===== config.mk =====
export PLATFORM = sky130hd
export DESIGN_NAME = izhikevich_pipe_mux
export DESIGN_NICKNAME = d
export VERILOG_FILES = /design/src/rtl/izhikevich_pipe_mux.sv
export SDC_FILE = /design/constraint.sdc
export NUM_CORES = 2
export LEC_CHECK = 0
export CORE_AREA = 5 5 429 388
export DETAILED_ROUTE_END_ITERATION = 12
export DIE_AREA = 0 0 434 393
export SYNTH_ARGS = -nofsm -noshare
export SYNTH_HDL_FRONTEND = slang
export SYNTH_SLANG_ARGS = --single-unit

===== constraint.sdc =====
create_clock -name clk -period 6.45 [get_ports clk]
set_input_delay 1.29 -clock clk [delete_from_list [all_inputs] [get_ports clk]]
set_output_delay 1.29 -clock clk [all_outputs]
set_load 0.02 [all_outputs]

===== src/rtl/izhikevich_pipe_mux.sv =====
// izhikevich_pipe_mux
//   Time-multiplexed Izhikevich neuron update pipeline. Each accepted beat
//   carries one neuron's state (v,u), parameters (a,b,c,d), input current i
//   and an ID tag. Four clocks after acceptance the next (v,u), the fired flag
//   and the tag appear at the output. Valid/ready backpressure stalls the
//   whole pipe; bubbles travel as valid=0. A saturating counter tallies fired
//   results handed off downstream.
//
//   Build option: define IZH_SAT_EN to saturate every add/sub/multiply
//   narrowing. Without it, narrowing keeps the low WIDTH bits (wrap).
//
// Ports
//   clk, rst_n              clock, async active-low reset
//   in_valid / in_ready     input handshake
//   in_nid                  neuron-ID tag
//   in_a..in_d              model parameters
//   in_v, in_u, in_i        membrane potential, recovery variable, current
//   out_valid / out_ready   output handshake
//   out_nid, out_v, out_u   result tag and next state
//   out_fired               spike on this update
//   spike_count             fired results handed off since reset
module izhikevich_pipe_mux #(
  parameter int WIDTH = 20,
  parameter int FRAC  = 8,
  parameter int NID_W = 10,
  parameter int CNT_W = 32,
  parameter int VTH   = 30 << FRAC,
  parameter int K2    = 10,
  parameter int K1    = 5 << FRAC,
  parameter int K0    = 140 << FRAC
) (
  input  logic             clk,
  input  logic             rst_n,
  input  logic             in_valid,
  output logic             in_ready,
  input  logic [NID_W-1:0] in_nid,
  input  logic [WIDTH-1:0] in_a,
  input  logic [WIDTH-1:0] in_b,
  input  logic [WIDTH-1:0] in_c,
  input  logic [WIDTH-1:0] in_d,
  input  logic [WIDTH-1:0] in_v,
  input  logic [WIDTH-1:0] in_u,
  input  logic [WIDTH-1:0] in_i,
  output logic             out_valid,
  input  logic             out_ready,
  output logic [NID_W-1:0] out_nid,
  output logic [WIDTH-1:0] out_v,
  output logic [WIDTH-1:0] out_u,
  output logic             out_fired,
  output logic [CNT_W-1:0] spike_count
);

  typedef logic signed [WIDTH-1:0]   dat_t;
  typedef logic signed [WIDTH:0]     ext_t;
  typedef logic signed [2*WIDTH-1:0] wide_t;

`ifdef IZH_SAT_EN
  localparam dat_t MAX_V = dat_t'({1'b0, {(WIDTH-1){1'b1}}});
  localparam dat_t MIN_V = dat_t'({1'b1, {(WIDTH-1){1'b0}}});
`endif

  // Narrow a WIDTH+1 sum: overflow shows as disagreement of the top two bits.
  function automatic dat_t sat_n(input ext_t x);
`ifdef IZH_SAT_EN
    if (x[WIDTH] != x[WIDTH-1]) return x[WIDTH] ? MIN_V : MAX_V;
`endif
    return dat_t'(x);
  endfunction

  function automatic dat_t add_n(input dat_t x, input dat_t y);
    return sat_n(ext_t'(x) + ext_t'(y));
  endfunction

  function automatic dat_t sub_n(input dat_t x, input dat_t y);
    return sat_n(ext_t'(x) - ext_t'(y));
  endfunction

  // Full-width product, floor shift, then narrow. The shifted value fits in
  // WIDTH bits only if bits [2W-1:W-1] are all equal.
  function automatic dat_t mul_n(input dat_t x, input dat_t y);
    wide_t p;
    p = (wide_t'(x) * wide_t'(y)) >>> FRAC;
`ifdef IZH_SAT_EN
    if (!p[2*WIDTH-1] && (|p[2*WIDTH-2:WIDTH-1])) return MAX_V;
    if (p[2*WIDTH-1] && !(&p[2*WIDTH-2:WIDTH-1])) return MIN_V;
`endif
    return dat_t'(p);
  endfunction

  // r0: captured beat; r1..r3: arithmetic stages 1..3; ro: stage 4 outputs.
  typedef struct packed {
    logic vld; logic [NID_W-1:0] nid;
    dat_t a, b, c, d, v, u, i;
  } r0_t;
  typedef struct packed {
    logic vld; logic [NID_W-1:0] nid;
    dat_t a, c, d, v, u, i, k2v, k1v, bv;
  } r1_t;
  typedef struct packed {
    logic vld; logic [NID_W-1:0] nid;
    dat_t a, c, d, v, u, i, q, k1v, bvu;
  } r2_t;
  typedef struct packed {
    logic vld; logic [NID_W-1:0] nid;
    dat_t c, d, v, u, i, s, am;
  } r3_t;
  typedef struct packed {
    logic vld; logic [NID_W-1:0] nid;
    dat_t v, u; logic fired;
  } ro_t;

  r0_t r0_q, r0_d;
  r1_t r1_q, r1_d;
  r2_t r2_q, r2_d;
  r3_t r3_q, r3_d;
  ro_t ro_q, ro_d;
  logic [CNT_W-1:0] cnt_q, cnt_d;
  dat_t nv_c;
  logic fire_c;
  logic stall;

  assign stall    = ro_q.vld & ~out_ready;
  assign in_ready = ~stall;

  always_comb begin
    r0_d.vld = in_valid;
    r0_d.nid = in_nid;
    r0_d.a   = dat_t'(in_a);
    r0_d.b   = dat_t'(in_b);
    r0_d.c   = dat_t'(in_c);
    r0_d.d   = dat_t'(in_d);
    r0_d.v   = dat_t'(in_v);
    r0_d.u   = dat_t'(in_u);
    r0_d.i   = dat_t'(in_i);

    r1_d.vld = r0_q.vld;
    r1_d.nid = r0_q.nid;
    r1_d.a   = r0_q.a;
    r1_d.c   = r0_q.c;
    r1_d.d   = r0_q.d;
    r1_d.v   = r0_q.v;
    r1_d.u   = r0_q.u;
    r1_d.i   = r0_q.i;
    r1_d.k2v = mul_n(dat_t'(K2), r0_q.v);
    r1_d.k1v = mul_n(dat_t'(K1), r0_q.v);
    r1_d.bv  = mul_n(r0_q.b, r0_q.v);

    r2_d.vld = r1_q.vld;
    r2_d.nid = r1_q.nid;
    r2_d.a   = r1_q.a;
    r2_d.c   = r1_q.c;
    r2_d.d   = r1_q.d;
    r2_d.v   = r1_q.v;
    r2_d.u   = r1_q.u;
    r2_d.i   = r1_q.i;
    r2_d.q   = mul_n(r1_q.k2v, r1_q.v);
    r2_d.k1v = r1_q.k1v;
    r2_d.bvu = sub_n(r1_q.bv, r1_q.u);

    r3_d.vld = r2_q.vld;
    r3_d.nid = r2_q.nid;
    r3_d.c   = r2_q.c;
    r3_d.d   = r2_q.d;
    r3_d.v   = r2_q.v;
    r3_d.u   = r2_q.u;
    r3_d.i   = r2_q.i;
    r3_d.s   = sub_n(add_n(add_n(r2_q.q, r2_q.k1v), dat_t'(K0)), r2_q.u);
    r3_d.am  = mul_n(r2_q.a, r2_q.bvu);

    nv_c     = add_n(add_n(r3_q.s, r3_q.i), r3_q.v);
    fire_c   = (nv_c >= dat_t'(VTH));
    ro_d.vld   = r3_q.vld;
    ro_d.nid   = r3_q.nid;
    ro_d.fired = r3_q.vld & fire_c;
    ro_d.v     = fire_c ? r3_q.c : nv_c;
    ro_d.u     = fire_c ? add_n(r3_q.u, r3_q.d) : add_n(r3_q.u, r3_q.am);

    cnt_d = cnt_q;
    if (ro_q.vld && out_ready && ro_q.fired && !(&cnt_q)) cnt_d = cnt_q + CNT_W'(1);
  end

  always_ff @(posedge clk or negedge rst_n) begin
    if (!rst_n) begin
      r0_q <= '0;
      r1_q <= '0;
      r2_q <= '0;
      r3_q <= '0;
      ro_q <= '0;
    end else if (!stall) begin
      r0_q <= r0_d;
      r1_q <= r1_d;
      r2_q <= r2_d;
      r3_q <= r3_d;
      ro_q <= ro_d;
    end
  end

  always_ff @(posedge clk or negedge rst_n) begin
    if (!rst_n) cnt_q <= '0;
    else        cnt_q <= cnt_d;
  end

  assign out_valid   = ro_q.vld;
  assign out_nid     = ro_q.nid;
  assign out_v       = ro_q.v;
  assign out_u       = ro_q.u;
  assign out_fired   = ro_q.fired;
  assign spike_count = cnt_q;

endmodule


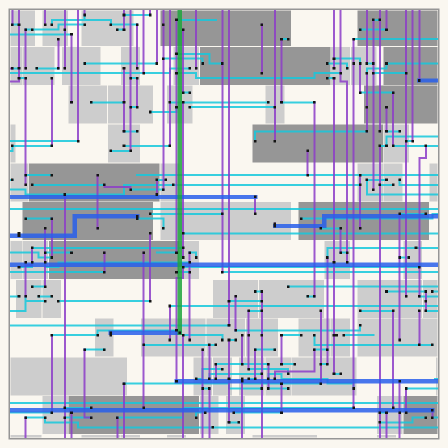
zoom.png
Window x 202 to 232, y 182 to 212 um. Cells in gray, sequential cells in the stronger gray; small squares are vias.
cyan -> met1
purple -> met2
blue -> met3
green -> met4
cells with their middle in the window = 57
sequential cells in the window = 10
most frequent = o21ai_0 (12), dfrtp_1 (10), nand2_1 (8)
netlist names of flops here include = r1_q (8), r2_q (2)

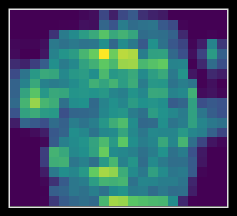
wire_density.png
Drawn at 0.5 px/um. The die is cut into 22 by 20 equal tiles; dark purple is low, yellow is high, scaled to the fullest tile. Values are wire area over tile area, all layers added.
tiles over half the peak = 27%
mean over tiles = 0.17
nearly empty tiles = 19%
fullest tile = 0.49
densest ninth of the die = bottom center

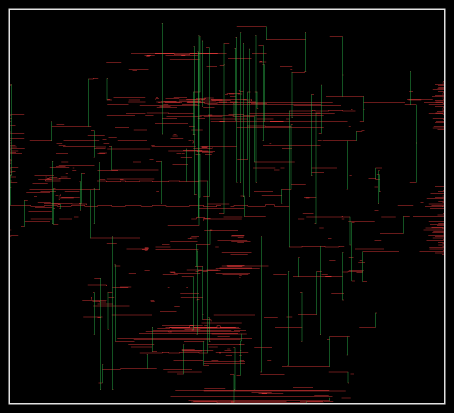
metal_stack.png
Drawn at 1 px/um. Two of the layers only.
green -> met4  # wire length 5,520 um
red -> met3  # wire length 9,660 um
Vias: 47,940
WL final: 179,000 um
DR WL/cell: 18.3 um

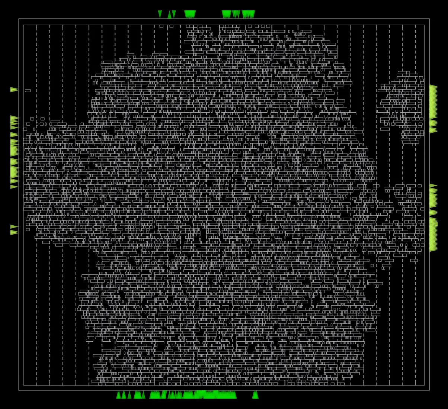
final_placement.png
fill count: 15,383
Seq cells: 748
Tap Count: 2,130
Core ar.: 161,000 um2
post-layout util: 47.0%

## cells in the final DEF, fill, tap and decap left out, drive strengths merged, types with 12 or more instances in the layout
cell / count
a21o: 28
a21oi: 151
a31oi: 13
and2: 403
and3: 18
buf: 438
bufinv: 14
clkbuf: 124
clkdlybuf4s50: 237
clkinv: 18
dfrtp: 748
fa: 851
ha: 391
inv: 1020
mux2: 22
mux2i: 12
nand2: 2248
nand2b: 44
nand3: 29
nand4: 17
nor2: 181
nor2b: 24
nor3: 35
o21a: 23
o21ai: 180
o31ai: 21
xnor2: 164
xor2: 81
==> reports/qor.csv <==
metric,value,unit
status,"finished, violations left",
crit_buf_inv,4,
synth_flops,748,
dr.pass1.iters,5,
top_cell,nand2_1,
portBuffers,238,
clock_buffers,122,
yosysSeqAreaShare,29.2,%
holdPathEnd,r2_q[175]$_DFFE_PN0N_,
viasPerCell,4.90,
largest_cell_class,logic gates,
wirelength_met1,81500,um
grt_max_degree,170,
setup_viol,1,
ys_top_cells_by_count,"nand2_1, inv_1, fa_1, dfrtp_1, and2_1",
layout.cells.non_filler,9783,
totalNegativeSetupSlack,-0.00208,ns
comb_share,54.1,%
cts_setup_buffers,17,
crit_required,7.02,ns
cp_top_family,adder cells,
cts_tree,yes,
worst-slew-pin-transition,0.988,ns
period_used_share,100,%
top_area_cell,dfrtp_1,
worstHoldPathCells,2,
logic_area,41000,um2
ys_sh_aoi,4.63,%
syn_area,64100,um2
wl_met2,82300,um
flop_cell,dfrtp_1,
hold_viol,0,
critical_path.startpoint_type,register,
grt_pass1_vias,49522,
warnings,43,
violations,setup timing,
dpl_cell_area,70800,um2
antenna_found_initial,7,
layout.nonclk_buf_share,8.21,%
crit_chain,buf_6 -> nand2_1 -> fa_2 -> fa_1 -> inv_1 -> fa_2 -> fa_1 -> inv_1 -> fa_1 -> inv_1 -> fa_2 -> fa_1 -> ha_1 -> a21o_1 -> a21oi_2 -> and2_4 -> a22o_4 -> o21ai_4 -> o41ai_4 -> o311a_1 -> nand2b_1 -> o31a_1 -> xnor2_1 -> o21ai_1,
slowest_delay,0.59,ns
synth-edff-count,0,
dp_hpwl,142000,um
initCoreUtil,39.8,%
fin_skew,0.0657,ns
cts_sinks,748,
clk_pin_slew_worst_paths,0.07,ns
grt_use_met3,3.48,%
fp_nets,8558,
ys_async_sr_fraction,100,%
use_met1,29.8,%
busiest_layer,met2,
numCtsBuffers,89,
worstSetupEndpointType,register,
yosysWarnings,0,
regMostFlops,r2_q,
top_area_share,29.2,%
cts-root-buf,clkbuf_16,
topRoutingLayerUsed,met5,
crit_arrival,7.02,ns
dp.cells,9523,
synthAdderAreaFrac,34.2,%
cts.repair.resized,53,
synth-simple-area-share,20.1,%
area_delta_synth_final,18.2,%
cp.depth,24,
die_w,434,um
reg2regPathDepth,24,
setup_slack,-0.00208,ns
critPathSlowestCell,fa_2,
fin_hold_ws,0.421,ns
rows,140,
final_antenna_net_count,0,
crit_type,register to register,
endpoint,r3_q[19]$_DFFE_PN0N_,
diodes,1,
regArea,18800,um2
finalCriticalPeriod,6.45,ns
max_freq,0.155,GHz
maxCapViolations,0,
layout.nets,8973,
hold_buffers,0,
track_usage,21.1,%
gp_congestion,0.878,
r2r_slack,-0.002,ns
cp_common_cell,fa_1,
pin_count,239,
drc,0,
synth_cell_types,68,
ctsLongestPathBuffers,3,
top_cells_by_area,"dfrtp_1, fa_1, nand2_1, ha_1, inv_1",
clockNetworkAreaShare,4.39,%
largest_reg_flops,189,
reg_top3,"r2_q: 189 flops, r1_q: 173 flops",
r2r-start,r2_q[2]$_DFFE_PN0N_,
hp-class,register to register,
